Fig. 1: run 1, signal wires by layer
Scale bar: 20 um.
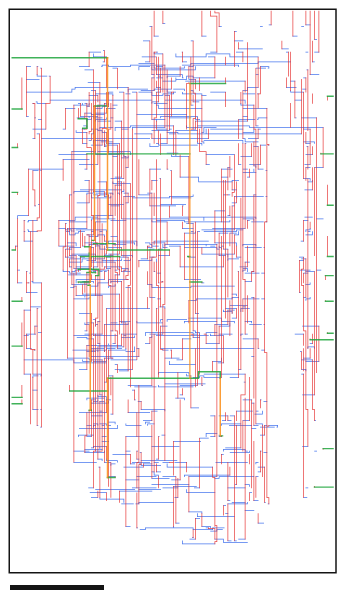
Fig. 2: run 1, gate families picked out
Scale bar: 20 um.
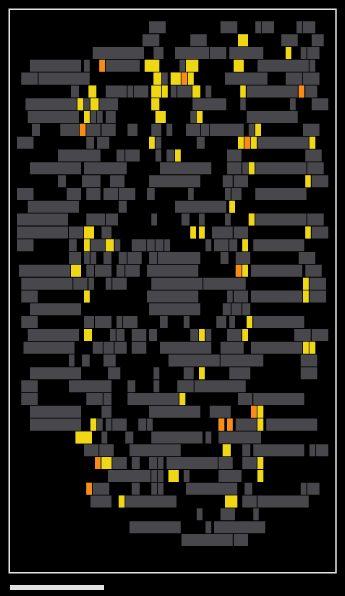
Fig. 3: run 1, cell classes on the final placement
Scale bar: 20 um. Fill, decap, tap and diode cells in grey.
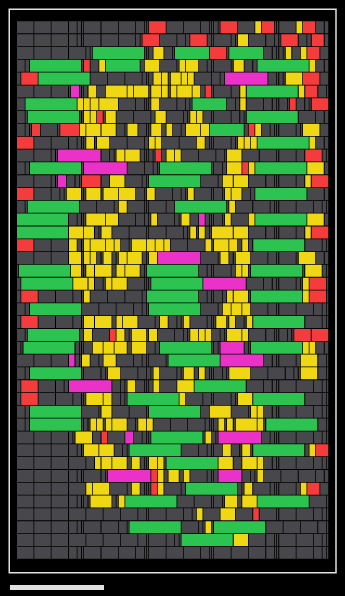
`src/rtl/int2flt_seq.sv`:
```
// Sequential 16-bit two's-complement integer to IEEE-754 half-precision converter.
// Optional single-cycle normalizer enabled by defining INT2FLT_FAST_NORM_EN.
module int2flt_seq #(
    parameter logic [7:0] SRC_ADDR = 8'd0,
    parameter logic [7:0] DST_ADDR = 8'd2
) (
    input  logic       clk,
    input  logic       reset,
    input  logic       req,
    output logic       ack,
    output logic       busy,
    output logic [7:0] mem_addr,
    input  logic [7:0] mem_rd_data,
    output logic       mem_wr_en,
    output logic [7:0] mem_wr_data
);

    typedef enum logic [3:0] {
        IDLE,
        RD_HI,
        RD_LO,
        PREP,
        NORM,
        ROUND,
        WR_HI,
        WR_LO,
        DONE
    } state_t;

    state_t state, state_nxt;
    logic   req_q;

    logic [7:0]         hi_byte, lo_byte;
    logic               sign;
    logic [15:0]        mag;
    logic [4:0]         expo;
    logic [15:0]        result;
    logic signed [15:0] operand;
    logic [15:0]        abs_val;

    // Round-to-nearest-even on the normalized magnitude; a fraction carry-out
    // leaves the fraction at zero and bumps the exponent.
    function automatic logic [15:0] round_pack(input logic s, input logic [4:0] e,
                                               input logic [15:0] m);
        logic        inc;
        logic [10:0] frac_sum;
        logic [4:0]  e_adj;
        inc      = m[4] & ((|m[3:0]) | m[5]);
        frac_sum = {1'b0, m[14:5]} + {10'd0, inc};
        e_adj    = e + {4'd0, frac_sum[10]};
        return {s, e_adj, frac_sum[9:0]};
    endfunction

`ifdef INT2FLT_FAST_NORM_EN
    function automatic logic [3:0] lead_zeros(input logic [15:0] m);
        logic [3:0] lz;
        lz = 4'd15;
        for (int i = 0; i < 16; i++) begin
            if (m[i]) lz = 4'(15 - i);
        end
        return lz;
    endfunction

    logic [3:0] norm_lz;
    assign norm_lz = lead_zeros(mag);
`endif

    assign operand = signed'({hi_byte, lo_byte});
    // Negating 0x8000 wraps back to 0x8000, which read unsigned is 32768.
    assign abs_val = operand[15] ? $unsigned(-operand) : $unsigned(operand);

    always_ff @(posedge clk) begin
        if (reset) begin
            state <= IDLE;
            req_q <= 1'b0;
        end else begin
            state <= state_nxt;
            req_q <= req;
        end
    end

    always_ff @(posedge clk) begin
        case (state)
            RD_HI: hi_byte <= mem_rd_data;
            RD_LO: lo_byte <= mem_rd_data;
            PREP: begin
                sign   <= operand[15];
                mag    <= abs_val;
                expo   <= 5'd30;
                result <= 16'h0000;
            end
            NORM: begin
`ifdef INT2FLT_FAST_NORM_EN
                mag  <= mag << norm_lz;
                expo <= 5'd30 - {1'b0, norm_lz};
`else
                mag  <= mag << 1;
                expo <= expo - 5'd1;
`endif
            end
            ROUND: result <= round_pack(sign, expo, mag);
            default: ;
        endcase
    end

    always_comb begin
        state_nxt   = state;
        ack         = 1'b0;
        busy        = (state != IDLE);
        mem_addr    = 8'd0;
        mem_wr_en   = 1'b0;
        mem_wr_data = 8'd0;
        case (state)
            IDLE:  if (req_q && !req) state_nxt = RD_HI;
            RD_HI: begin
                mem_addr  = SRC_ADDR;
                state_nxt = RD_LO;
            end
            RD_LO: begin
                mem_addr  = SRC_ADDR + 8'd1;
                state_nxt = PREP;
            end
            PREP: begin
                if (abs_val == 16'd0) state_nxt = WR_HI;
`ifdef INT2FLT_FAST_NORM_EN
                else                  state_nxt = NORM;
`else
                else if (abs_val[15]) state_nxt = ROUND;
                else                  state_nxt = NORM;
`endif
            end
            NORM: begin
`ifdef INT2FLT_FAST_NORM_EN
                state_nxt = ROUND;
`else
                // The bit about to shift into position 15 ends the loop.
                if (mag[14]) state_nxt = ROUND;
`endif
            end
            ROUND: state_nxt = WR_HI;
            WR_HI: begin
                mem_addr    = DST_ADDR;
                mem_wr_data = result[15:8];
                mem_wr_en   = 1'b1;
                state_nxt   = WR_LO;
            end
            WR_LO: begin
                mem_addr    = DST_ADDR + 8'd1;
                mem_wr_data = result[7:0];
                mem_wr_en   = 1'b1;
                state_nxt   = DONE;
            end
            DONE: begin
                ack       = 1'b1;
                state_nxt = IDLE;
            end
            default: state_nxt = IDLE;
        endcase
    end

endmodule

```
`config.mk`:
```
export PLATFORM = sky130hd
export DESIGN_NAME = int2flt_seq
export DESIGN_NICKNAME = d
export VERILOG_FILES = /design/src/rtl/int2flt_seq.sv
export SDC_FILE = /design/constraint.sdc
export NUM_CORES = 1
export LEC_CHECK = 0
export CAP_MARGIN = 20
export CORE_ASPECT_RATIO = 1.75
export CORE_MARGIN = 1
export CORE_UTILIZATION = 40
export CTS_CLUSTER_SIZE = 14
export DETAILED_ROUTE_END_ITERATION = 8
export GPL_TIMING_DRIVEN = 0
export PLACE_DENSITY_LB_ADDON = 0.1
export SYNTH_ARGS = -nofsm -noshare
export SYNTH_HDL_FRONTEND = slang
export SYNTH_SLANG_ARGS = --single-unit
```
`constraint.sdc`:
```
create_clock -name clk -period 5.6 [get_ports clk]
set_input_delay 1.4 -clock clk [delete_from_list [all_inputs] [get_ports clk]]
set_output_delay 1.4 -clock clk [all_outputs]
set_load 0.05 [all_outputs]
```
==> flow_summary.toml, run 1 <==
# synthesis and place-and-route metrics
[flow_run]
cap_violations = 0
warning_count = 26

[critical_path]
criticalPathCategory = "register to output port"
critPathLaunchType = "register"
crit_fanout = 10

[clocking]
cts_root_buffer = "clkbuf_16"
clock_path_buffers = 2
cts.sinks = 58
clk_latency_ps = 330
cts_buffers = 9

[worst_hold_path]
min_from = "hi_byte[7]"

[synthesis]
syn_inst = 302
ys_cells = 302
synth-edff-count = 53
ff_type = "edfxtp_1"
numSynthFlops = 58
largest_area_cell = "edfxtp_1"
yosysWarnings = 0
area_leaders = "edfxtp_1 (51%), xor2_1 (5.6%), nor2_1 (4.7%), nand2_1 (4.5%), mux2i_1 (3.8%)"
ys_seq_share_pct = 53.8

[timing]
worst_pin_slew_ps = 804
clock_skew_ps = 7.88
finalCritPeriodShare_pct = 73.1
setup_tns_ps = 0

[layout]
combGateArea_um2 = 1310
nNetsFinal = 358
regArea_um2 = 1690

[routing]
drtIter0Drc = 110

[pwr]
p_leak_nw = 1.35
pwr_density_cell_nw_per_um2 = 364

[floorplan]
fp_util_pct = 41.6
rows = 42
chipHeight_um = 119
die-width_um = 69.0
core_um2 = 7570

[outcome]
outcome = "finished clean"

[grt]
antenna_found_initial = 0
Back to the opening pictures, Fig. 1:
legend:
  green:
    layer: metal 3
    wire_length: 170 um
  orange:
    layer: metal 4
    wire_length: 199 um
  blue:
    layer: metal 1
    wire_length: 2170 um
  red:
    layer: metal 2
    wire_length: 3780 um
final WL: 6320 um
total track usage: 16.8%
routed len/inst: 14.5 um
via count: 2231

Back to the opening pictures, Fig. 2:
legend:
  orange:
    family: inverters
    cells: 11
    most_used: inv_1
  yellow:
    family: NOR gates
    cells: 60
    most_used: nor2_1
    where: widely spread

Back to the opening pictures, Fig. 3:
legend:
  magenta:
    class: clock drivers and dummy loads
    cells: 16
    share_of_their_area: 7.5%
  red:
    class: other buffers and delay cells
    cells: 45
    share_of_their_area: 9.7%
  green:
    class: flops
    cells: 58
    share_of_their_area: 46%
  yellow:
    class: combinational and other logic
    cells: 228
    share_of_their_area: 37%

-- run 1: power breakdown --
group / leakage, nW / switching (mW) / total, mW / internal, mW
logic: 0.690 / 0.185 / 0.295 / 0.110
registers: 0.523 / 0.0441 / 0.590 / 0.546
clock network: 0.139 / 0.173 / 0.493 / 0.320
-- run 1: worst max-delay path: stages, from the launching register on --
cell,delay (ps)
dfxtp_1,300
clkbuf_1,430
buf_1,570
mux2i_1,160
nor2_1,110
clkdlybuf4s50_1,810
-- run 1: cell type report --
| class | count | area share [%] |
|---|---|---|
| buffer | 21 | 3.17 |
| clock buffer | 13 | 6.88 |
| multi-input combinational | 217 | 34.6 |
| sequential | 58 | 44.7 |
| clock inverter | 3 | 0.397 |
| tap | 88 | 2.91 |
| timing repair buffer | 24 | 6.22 |
| inverter | 11 | 1.09 |
-- run 1: worst max-delay path by stage --
stage,start,to,slack [ps],cells past startpoint
3_3_place_gp,state[0],mem_wr_data[7],1820,5
4_1_cts,state[0],mem_wr_data[5],1460,5
3_5_place_dp,state[0],mem_wr_data[5],1820,5
6_report,state[0],mem_wr_data[5],1500,5
2_1_floorplan,state[0],ack,1750,3
5_1_grt,state[0],mem_wr_data[5],1360,5
-- run 1: flip-flops by register name (all words and copies together), names as in the netlist --
register	flops
mag	15
result	16
hi_byte	8
req_q	1
lo_byte	8
sign	1
state	4
expo	5
-- run 1: metal layers --
layer	global-route usage, %	vias to the layer above	wire (um)
li1	-	1136	-
met1	14.8	1033	2170
met2	33.4	44	3780
met3	3.81	18	170
met4	9.18	0	199
met5	0	-	0
-- run 1: kinds of logic (layout without fill, tap and decap cells) --
logic type | after synthesis | after routing | share of synthesized area (%)
XOR/XNOR | 28 | 28 | 7.80
buffers and inverters | 32 | 72 | 5.13
multiplexers | 12 | 12 | 3.82
adder cells (fa/ha/maj) | 5 | 5 | 1.99
AND-OR/OR-AND | 35 | 35 | 7.12
AND/OR/NAND/NOR | 131 | 131 | 20.2
flip-flops | 58 | 58 | 53.8
other | 1 | 6 | 0.119
-- run 1: per-stage QoR --
stage | power (mW) | instances | worst slack (ps) | area (um2) | hold slack [ps]
CTS | 1.39 | 435 | 1460 | 3780 | 448
global route | 1.44 | 435 | 1360 | 3780 | 450
floorplan | 0.809 | 307 | 1750 | 3160 | 424
global placement | 0.889 | 418 | 1820 | 3500 | 431
finish | 1.38 | 435 | 1500 | 3780 | 444
detailed placement | 0.895 | 419 | 1820 | 3510 | 437
-- run 1: synth_stat cells, drive strengths merged, types with 2 or more instances --
master,n
xnor2,8
ha,5
o31ai,3
nand4,2
or4b,2
edfxtp,53
o21ai,16
nand2,38
and3,2
clkbuf,11
mux2i,12
and2,2
o32ai,2
or3,6
xor2,20
nor2,39
inv,11
buf,10
nor3b,2
a211oi,2
a21oi,6
nand4b,3
nor4,3
nand3,11
dfxtp,5
nor3,9
nor2b,6
==> inputs of run 2 (changes only) <==
==> constraint.sdc (replaced) <==
create_clock -name clk -period 4 [get_ports clk]
set_input_delay 1 -clock clk [delete_from_list [all_inputs] [get_ports clk]]
set_output_delay 1 -clock clk [all_outputs]
set_load 0.05 [all_outputs]
Fig. 4: run 2, cell classes on the final placement
Scale bar: 20 um. Fill, decap, tap and diode cells in grey.
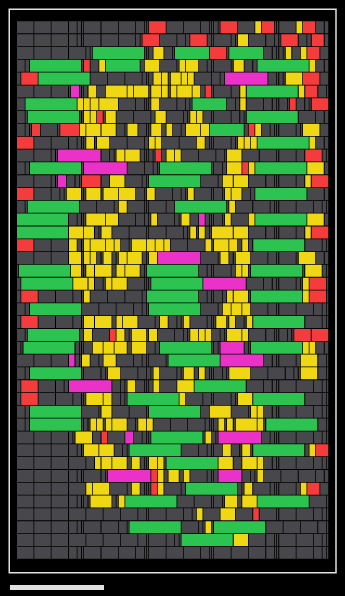
legend:
  red:
    class: other buffers and delay cells
    cells: 45
    share_of_their_area: 9.7%
  yellow:
    class: combinational and other logic
    cells: 228
    share_of_their_area: 37%
  green:
    class: flops
    cells: 58
    share_of_their_area: 46%
  magenta:
    class: clock drivers and dummy loads
    cells: 16
    share_of_their_area: 7.5%

Fig. 5: run 2, signal wires on met4
Scale bar: 20 um.
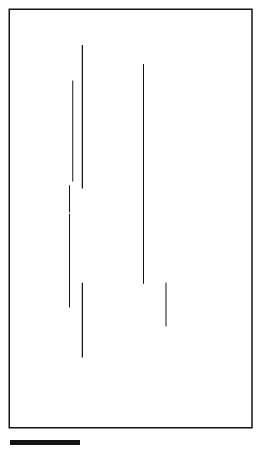
nets with wire on the layer: 5
main direction: vertical
longest straight run: 62.6 um
wire length on this layer: 199 um

Fig. 6: run 2, signal wires by layer
Scale bar: 20 um.
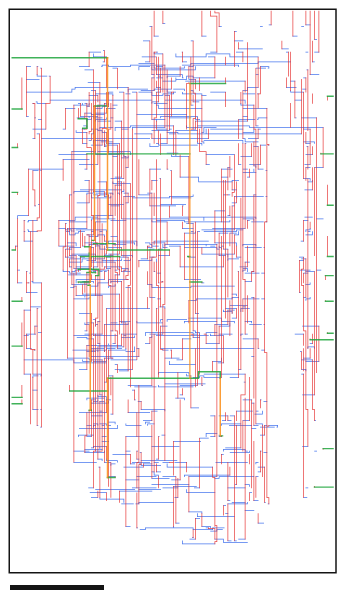
legend:
  green:
    layer: metal 3
    wire_length: 170 um
  orange:
    layer: metal 4
    wire_length: 199 um
  red:
    layer: metal 2
    wire_length: 3780 um
  blue:
    layer: metal 1
    wire_length: 2170 um

==> run 2 against run 1 <==
  * Sequential share of layout area is the same
  * Critical path type unchanged
  * Cell area is the same
  * Highest routed layer unchanged
  * Global-route usage is the same
  * Synthesized cell count is the same
  * Worst hold slack is the same
  * Via count is the same
==> flow_summary.toml, run 2 <==
# synthesis and place-and-route metrics
[clocking]
cts_buffers = 9
clock_path_buffers = 2
cts.sinks = 58

[floorplan]
core_um2 = 7570
die-width_um = 69.0
fp_util_pct = 41.6
chipHeight_um = 119

[place]
dpl_worst_slack_ps = 616

[flow_run]
warning_count = 26

[synthesis]
yosysWarnings = 0
common_cells = "edfxtp_1 (53), nor2_1 (39), nand2_1 (38)"
ys_seq_share_pct = 53.8
syn_inst = 302

[routing]
via_count = 2231
wirelength_um = 6320

[layout]
largest_register_ffs = 16
reg_top3 = "result: 16 flops, mag: 15 flops"

[outcome]
outcome = "finished clean"

[timing]
worst_pin_slew_ps = 804
setup_ws_ps = 304

[grt]
use_met3_pct = 3.81
## run 2: cell counts in the layout (fill, tap and decap cells not counted)
Identical to the previous run, type by type.
## run 2: worst max-delay path, delay by kind of cell, from the launching register on
kind                   cells  cell delay [ps]
and+or+nand+nor            1              110
muxes                      1              160
buffers and inverters      3             1810
DFF                        1              300
## run 2: cells by family after synthesis
logic type      count (synthesis)  synth area share [%]
other cells                     1                 0.119
flops                          58                  53.8
compound gates                 35                  7.12
mux                            12                  3.82
fa+ha+maj                       5                  1.99
xor+xnor                       28                  7.80
simple gates                  131                  20.2
buf+inv                        32                  5.13
## run 2: where the power goes
part	internal [mW]	leakage (nW)	switching, mW	total (mW)
Combinational	0.154	0.690	0.259	0.413
Clock	0.448	0.139	0.242	0.690
Sequential	0.765	0.523	0.0617	0.827
Total	1.37	1.35	0.562	1.93
## run 2: layout make-up
class / instances / area [um2]
sequential: 58 / 1690
fill: 741 / 3780
tap: 88 / 110
inverter: 11 / 41.3
clock inverter: 3 / 15.0
multi-input combinational: 217 / 1310
clock buffer: 13 / 260
timing repair buffer: 24 / 235
buffer: 21 / 120
## run 2: metal layers
layer	vias up	routed length [um]
met5	-	0
met1	1033	2170
met2	44	3780
met3	18	170
li1	1136	-
met4	0	199
## run 2: how the worst max path moves through the flow
stage	end	slack [ps]
after floorplan	ack	550
after global placement	mem_wr_data[7]	620
after detailed placement	mem_wr_data[5]	620
after CTS	mem_wr_data[5]	260
after global routing	mem_wr_data[5]	160
final	mem_wr_data[5]	300
## run 2: through the flow
| step | instances | util (%) | area, um2 |
|---|---|---|---|
| CTS | 435 | 50.0 | 3780 |
| global route | 435 | 50.0 | 3780 |
| detailed placement | 419 | 46.4 | 3510 |
| global placement | 418 | 46.3 | 3500 |
| floorplan | 307 | - | 3160 |
| finish | 435 | 50.0 | 3780 |
Power figures rest on the tool's default switching activity, not on a simulated workload.
